## src/rtl/cim_col_seq.sv

```systemverilog
// Column sequencer for the 8-column CIM decoder: timed SETUP/PULSE/HOLD strobe per column.
// Optional abort port pair enabled by defining CIM_COL_SEQ_ABORT_EN.
module cim_col_seq #(
    parameter int SETUP_CYC = 1,
    parameter int PULSE_CYC = 2,
    parameter int HOLD_CYC  = 1,
    parameter int CNT_W     = 4
) (
    input  logic       clk,
    input  logic       rst_n,
    input  logic       req_valid,
    output logic       req_ready,
    input  logic       req_op,
    input  logic [2:0] req_col,
    input  logic [2:0] req_ncol,
    input  logic [7:0] req_data,
    output logic       MAC_en,
    output logic [2:0] addr,
    output logic [7:0] data,
    output logic       wl_en,
    output logic       busy,
    output logic       done
`ifdef CIM_COL_SEQ_ABORT_EN
    ,
    input  logic       abort,
    output logic       aborted
`endif
);

    typedef enum logic [1:0] {IDLE, SETUP, PULSE, HOLD} state_t;

    localparam logic [CNT_W-1:0] SETUP_LD = CNT_W'(SETUP_CYC - 1);
    localparam logic [CNT_W-1:0] PULSE_LD = CNT_W'(PULSE_CYC - 1);
    localparam logic [CNT_W-1:0] HOLD_LD  = CNT_W'(HOLD_CYC - 1);

    state_t           state_q;
    logic [CNT_W-1:0] cnt_q;
    logic [CNT_W-1:0] cnt_d;
    logic [2:0]       rem_q;
    logic             abrt_q;
    logic             aborted_q;
    logic             mac_en_q;
    logic [2:0]       addr_q;
    logic [7:0]       data_q;
    logic             wl_en_q;
    logic             busy_q;
    logic             done_q;
    logic             abort_req;

`ifdef CIM_COL_SEQ_ABORT_EN
    assign abort_req = abort;
    assign aborted   = aborted_q;
`else
    logic unused_aborted;
    assign abort_req      = 1'b0;
    assign unused_aborted = aborted_q;
`endif

    assign cnt_d     = cnt_q - 1'b1;
    assign req_ready = (state_q == IDLE);
    assign MAC_en    = mac_en_q;
    assign addr      = addr_q;
    assign data      = data_q;
    assign wl_en     = wl_en_q;
    assign busy      = busy_q;
    assign done      = done_q;

    always_ff @(posedge clk or negedge rst_n) begin
        if (!rst_n) begin
            state_q   <= IDLE;
            cnt_q     <= '0;
            rem_q     <= '0;
            abrt_q    <= 1'b0;
            aborted_q <= 1'b0;
            mac_en_q  <= 1'b0;
            addr_q    <= '0;
            data_q    <= '0;
            wl_en_q   <= 1'b0;
            busy_q    <= 1'b0;
            done_q    <= 1'b0;
        end else begin
            done_q    <= 1'b0;
            aborted_q <= 1'b0;
            case (state_q)
                IDLE: begin
                    if (req_valid) begin
                        state_q  <= SETUP;
                        cnt_q    <= SETUP_LD;
                        busy_q   <= 1'b1;
                        abrt_q   <= 1'b0;
                        mac_en_q <= req_op;
                        // MAC is a single pass at column 0; CAM sweeps from req_col.
                        rem_q    <= req_op ? 3'd0 : req_ncol;
                        addr_q   <= req_op ? 3'd0 : req_col;
                        data_q   <= req_op ? req_data : 8'd0;
                    end
                end
                SETUP: begin
                    if (abort_req) begin
                        state_q <= HOLD;
                        cnt_q   <= HOLD_LD;
                        abrt_q  <= 1'b1;
                    end else if (cnt_q == '0) begin
                        state_q <= PULSE;
                        cnt_q   <= PULSE_LD;
                        wl_en_q <= 1'b1;
                    end else begin
                        cnt_q <= cnt_d;
                    end
                end
                PULSE: begin
                    if (abort_req || cnt_q == '0) begin
                        state_q <= HOLD;
                        cnt_q   <= HOLD_LD;
                        wl_en_q <= 1'b0;
                        abrt_q  <= abort_req;
                    end else begin
                        cnt_q <= cnt_d;
                    end
                end
                HOLD: begin
                    if (cnt_q != '0) begin
                        cnt_q <= cnt_d;
                    end else if (rem_q != 3'd0 && !abrt_q) begin
                        // Address wraps naturally in 3 bits (7 -> 0).
                        state_q <= SETUP;
                        cnt_q   <= SETUP_LD;
                        rem_q   <= rem_q - 3'd1;
                        addr_q  <= addr_q + 3'd1;
                    end else begin
                        state_q   <= IDLE;
                        busy_q    <= 1'b0;
                        done_q    <= 1'b1;
                        aborted_q <= abrt_q;
                        abrt_q    <= 1'b0;
                        mac_en_q  <= 1'b0;
                        addr_q    <= '0;
                        data_q    <= '0;
                    end
                end
                default: state_q <= IDLE;
            endcase
        end
    end

endmodule

```

## config.mk

```make
export PLATFORM = sky130hd
export DESIGN_NAME = cim_col_seq
export DESIGN_NICKNAME = d
export VERILOG_FILES = /design/src/rtl/cim_col_seq.sv
export SDC_FILE = /design/constraint.sdc
export NUM_CORES = 1
export LEC_CHECK = 0
export CAP_MARGIN = 15
export CORE_ASPECT_RATIO = 1.2
export CORE_MARGIN = 3
export CORE_UTILIZATION = 45
export CTS_BUF_LIST = sky130_fd_sc_hd__clkbuf_16
export CTS_CLUSTER_DIAMETER = 150
export DETAILED_ROUTE_END_ITERATION = 6
export HOLD_SLACK_MARGIN = 0.15
export PLACE_DENSITY = 0.81
export SYNTH_ARGS = -nofsm -noshare
export SYNTH_HDL_FRONTEND = slang
export SYNTH_SLANG_ARGS = --single-unit
export TNS_END_PERCENT = 30
```

## constraint.sdc

```tcl
create_clock -name clk -period 2.5 [get_ports clk]
set_input_delay 0.5 -clock clk [delete_from_list [all_inputs] [get_ports clk]]
set_output_delay 0.5 -clock clk [all_outputs]
set_load 0.01 [all_outputs]
```

### Drive-strength map

Scale bar: 20 microns.
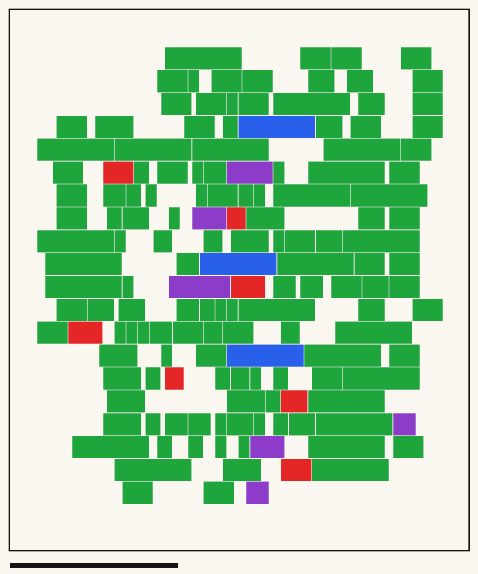
- purple: x3 and x4 (cells 6; share 4.0%; most used buf_4)
- blue: x6 and larger (cells 3; share 2.0%; most used clkbuf_16)
- green: x1 and smaller (cells 135; share 89%; most used clkdlybuf4s50_1)
- red: x2 (cells 7; share 4.6%)

### Cell classes on the final placement

Scale bar: 20 microns.
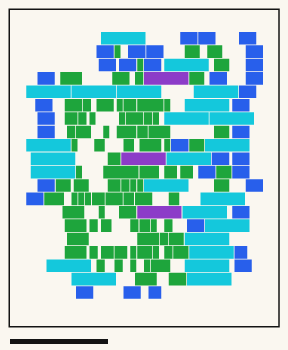
- blue: remaining buffers and delay cells (cells 35)
- green: remaining logic cells (cells 89)
- cyan: registers (cells 24)
- purple: clock-net drivers (cells 3)

### Routing congestion

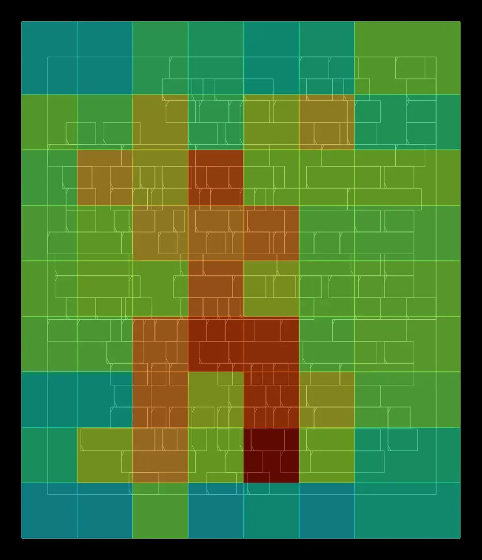
met1 usage: 0.199
met3 usage: 0.0373
Final Core Density: 0.655

### Gate families picked out

Scale bar: 20 microns.
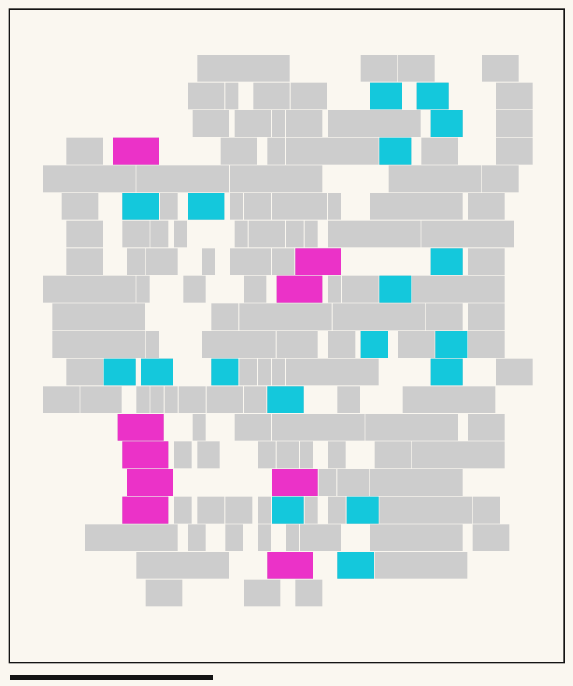
- magenta: fa/ha/maj cells (cells 9; most used ha_1)
- cyan: non-inverting ao/oa cells (cells 18; most used a22o_1)

### Sequential cells coloured by netlist name

Scale bar: 20 microns. Other sequential cells in the stronger grey, the rest of the logic in the fainter grey.
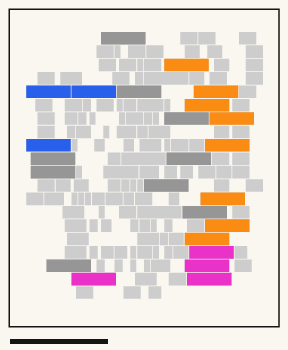
- blue: addr (flops 3)
- magenta: cnt_q (flops 4)
- orange: data (flops 8)

==> results_dict.tcl <==
# metrics dict for downstream scripts
set metrics [dict create \
    status "finished, final reports clean" \
    internal-power_mw 1.45 \
    clkSinkCount 24 \
    drv_slew 0 \
    final_cells 184 \
    p_seq_frac 0.294 \
    ys_cells 115 \
    max_cap_violations 0 \
    worstMarginPinSlew_ns 0.473 \
    nets 180 \
    finalInstanceArea_sq_um 1720 \
    min_period_over_period 0.878 \
    rows 20 \
    swShare 0.379 \
    drt_wl_total_microns 2720 \
    timing.rr.start "cnt_q[0]$_DFFE_PN0P_" \
    worst_slew_margin_rel 0.685 \
    synthesis.instances 115 \
    numPortBuffers 33 \
    async_reset_ff_frac 1.00 \
    syn_avg_cell_area_sq_um 11.1 \
    dpl-instance-area_sq_um 1650 \
    yosysUniqueCellTypes 40 \
    initCoreUtil 0.484 \
    cts_resized 0 \
    dpl.cell_count 181 \
    p_leak_nw 0.789 \
    worstPathMaxFanout 8 \
    antenna_found_initial 0 \
    wire_per_inst_microns 14.8 \
    edf_count 0 \
    finClkSkew_ns 0.00141 \
    worstSkewPairLatency_ns 0.25 \
    critical_path_class "reg -> out" \
    antenna_cells 0 \
    hold-worst-slack_ns 0.490 \
    syn_area_sq_um 1270 \
    yosys_warnings 0 \
    ys_area_sq_um 1270 \
    fp.coreArea_sq_um 2630 \
    r2r-end "data[0]$_DFFE_PN0P_" \
    htree_num_levels 1 \
    reg2reg_setup_slack_ns 0.33 \
    ys_seq_elements 24 \
    drive_gt1_frac 0.106 \
    cts.hold.buffers_added 0 \
    routed_via_density 5.63 \
    power_frac_comb 0.564 \
    p_sw_mw 0.888 \
    rsz0062_at_grt "no" \
    grt_pass1_wl_microns 4330 \
    final_common_cell "clkdlybuf4s50_1" \
    place_ws_ns 0.220 \
    grt.overflow.total 0 \
    layout_setup_ws_ns 0.306 \
    grtUsageTotal 0.170 \
    finalPower_mw 2.34 \
    crit_path_end_kind "output pin" \
    required_ns 2.00 \
    fmax_mhz 456 \
    clock-root-buffer "clkbuf_16" \
    hold_viol 0 \
    setup_tns_ns 0 \
    cts_setup_buffers 0 \
    hold_class "reg -> reg" \
    place.gp.congestion 0.785 \
    num_vias 1035 \
    firstDrtPassIters 4 \
    clockPowerShare 0.142 \
    die-height_microns 64.2 \
    clockBufferDepth 2 \
    ff_type "dfrtp_1" \
]
-- worst max path at each step --
stage,from,to,slack [ns],cells past startpoint
6_report,state_q[0]$_DFFE_PN0P_,req_ready,0.31,3
5_1_grt,state_q[0]$_DFFE_PN0P_,req_ready,0.17,3
4_1_cts,state_q[0]$_DFFE_PN0P_,req_ready,0.30,3
3_5_place_dp,req_valid,data[0]$_DFFE_PN0P_,0.22,5
3_3_place_gp,req_valid,rem_q[1]$_DFFE_PN0P_,0.27,5
2_1_floorplan,cnt_q[0]$_DFFE_PN0P_,rem_q[1]$_DFFE_PN0P_,0.53,6
-- worst max-delay path, stage by stage (launching register included) --
cell	delay (ns)
dfrtp_1	0.41
inv_1	0.13
ha_1	0.31
clkdlybuf4s50_1	0.59
-- cell families (layout without fill, tap and decap cells) --
| logic type | Yosys count | after routing | share of synthesized area |
|---|---|---|---|
| flip-flops | 24 | 24 | 0.472 |
| multiplexers | 5 | 5 | 0.0453 |
| AND-OR/OR-AND | 35 | 35 | 0.216 |
| adder cells (fa/ha/maj) | 9 | 9 | 0.0886 |
| AND/OR/NAND/NOR | 31 | 31 | 0.143 |
| buffers and inverters | 11 | 47 | 0.0354 |
-- cell type report --
type                       instances  area, sq um
fill                             209          906
multi-input combinational         80          626
sequential                        24          601
timing repair buffer              35          345
clock buffer                       3         75.1
tap                               33         41.3
inverter                           9         33.8
-- routing by layer --
metal / track usage / wire length, microns / vias to the layer above
met5: 0 / 0 / -
met4: 0.0903 / 82 / 0
met3: 0.0373 / 176 / 9
met2: 0.278 / 1320 / 39
met1: 0.199 / 1140 / 498
li1: - / - / 489
-- synth_stat cells (2+ instances only) --
cell type / number / area (sq um)
inv_1: 9 / 33.8
a21oi_1: 7 / 35.0
mux2_2: 2 / 22.5
nand2_1: 4 / 15.0
dfrtp_1: 24 / 601
mux2i_1: 2 / 20.0
nor3_1: 3 / 15.0
a22oi_1: 2 / 15.0
nor2_1: 9 / 33.8
o21ai_0: 4 / 20.0
a22o_2: 2 / 20.0
nand2b_1: 2 / 12.5
ha_1: 9 / 113
a22o_1: 10 / 87.6
-- power by group through the flow --
stage	Combinational [mW]	Sequential (mW)	Clock, mW
3_3_place_gp	1.28	0.682	0
6_report	1.32	0.689	0.332
3_5_place_dp	1.32	0.698	0
5_1_grt	1.47	0.711	0.355
4_1_cts	1.33	0.691	0.341
2_1_floorplan	0.838	0.721	0
-- registers in the layout, indices dropped and copies added (netlist names) --
name     flops
wl_en        1
addr         3
rem_q        3
MAC_en       1
cnt_q        4
done         1
data         8
state_q      2
busy         1
No activity file was given, so power comes from the tool's default toggle rates.
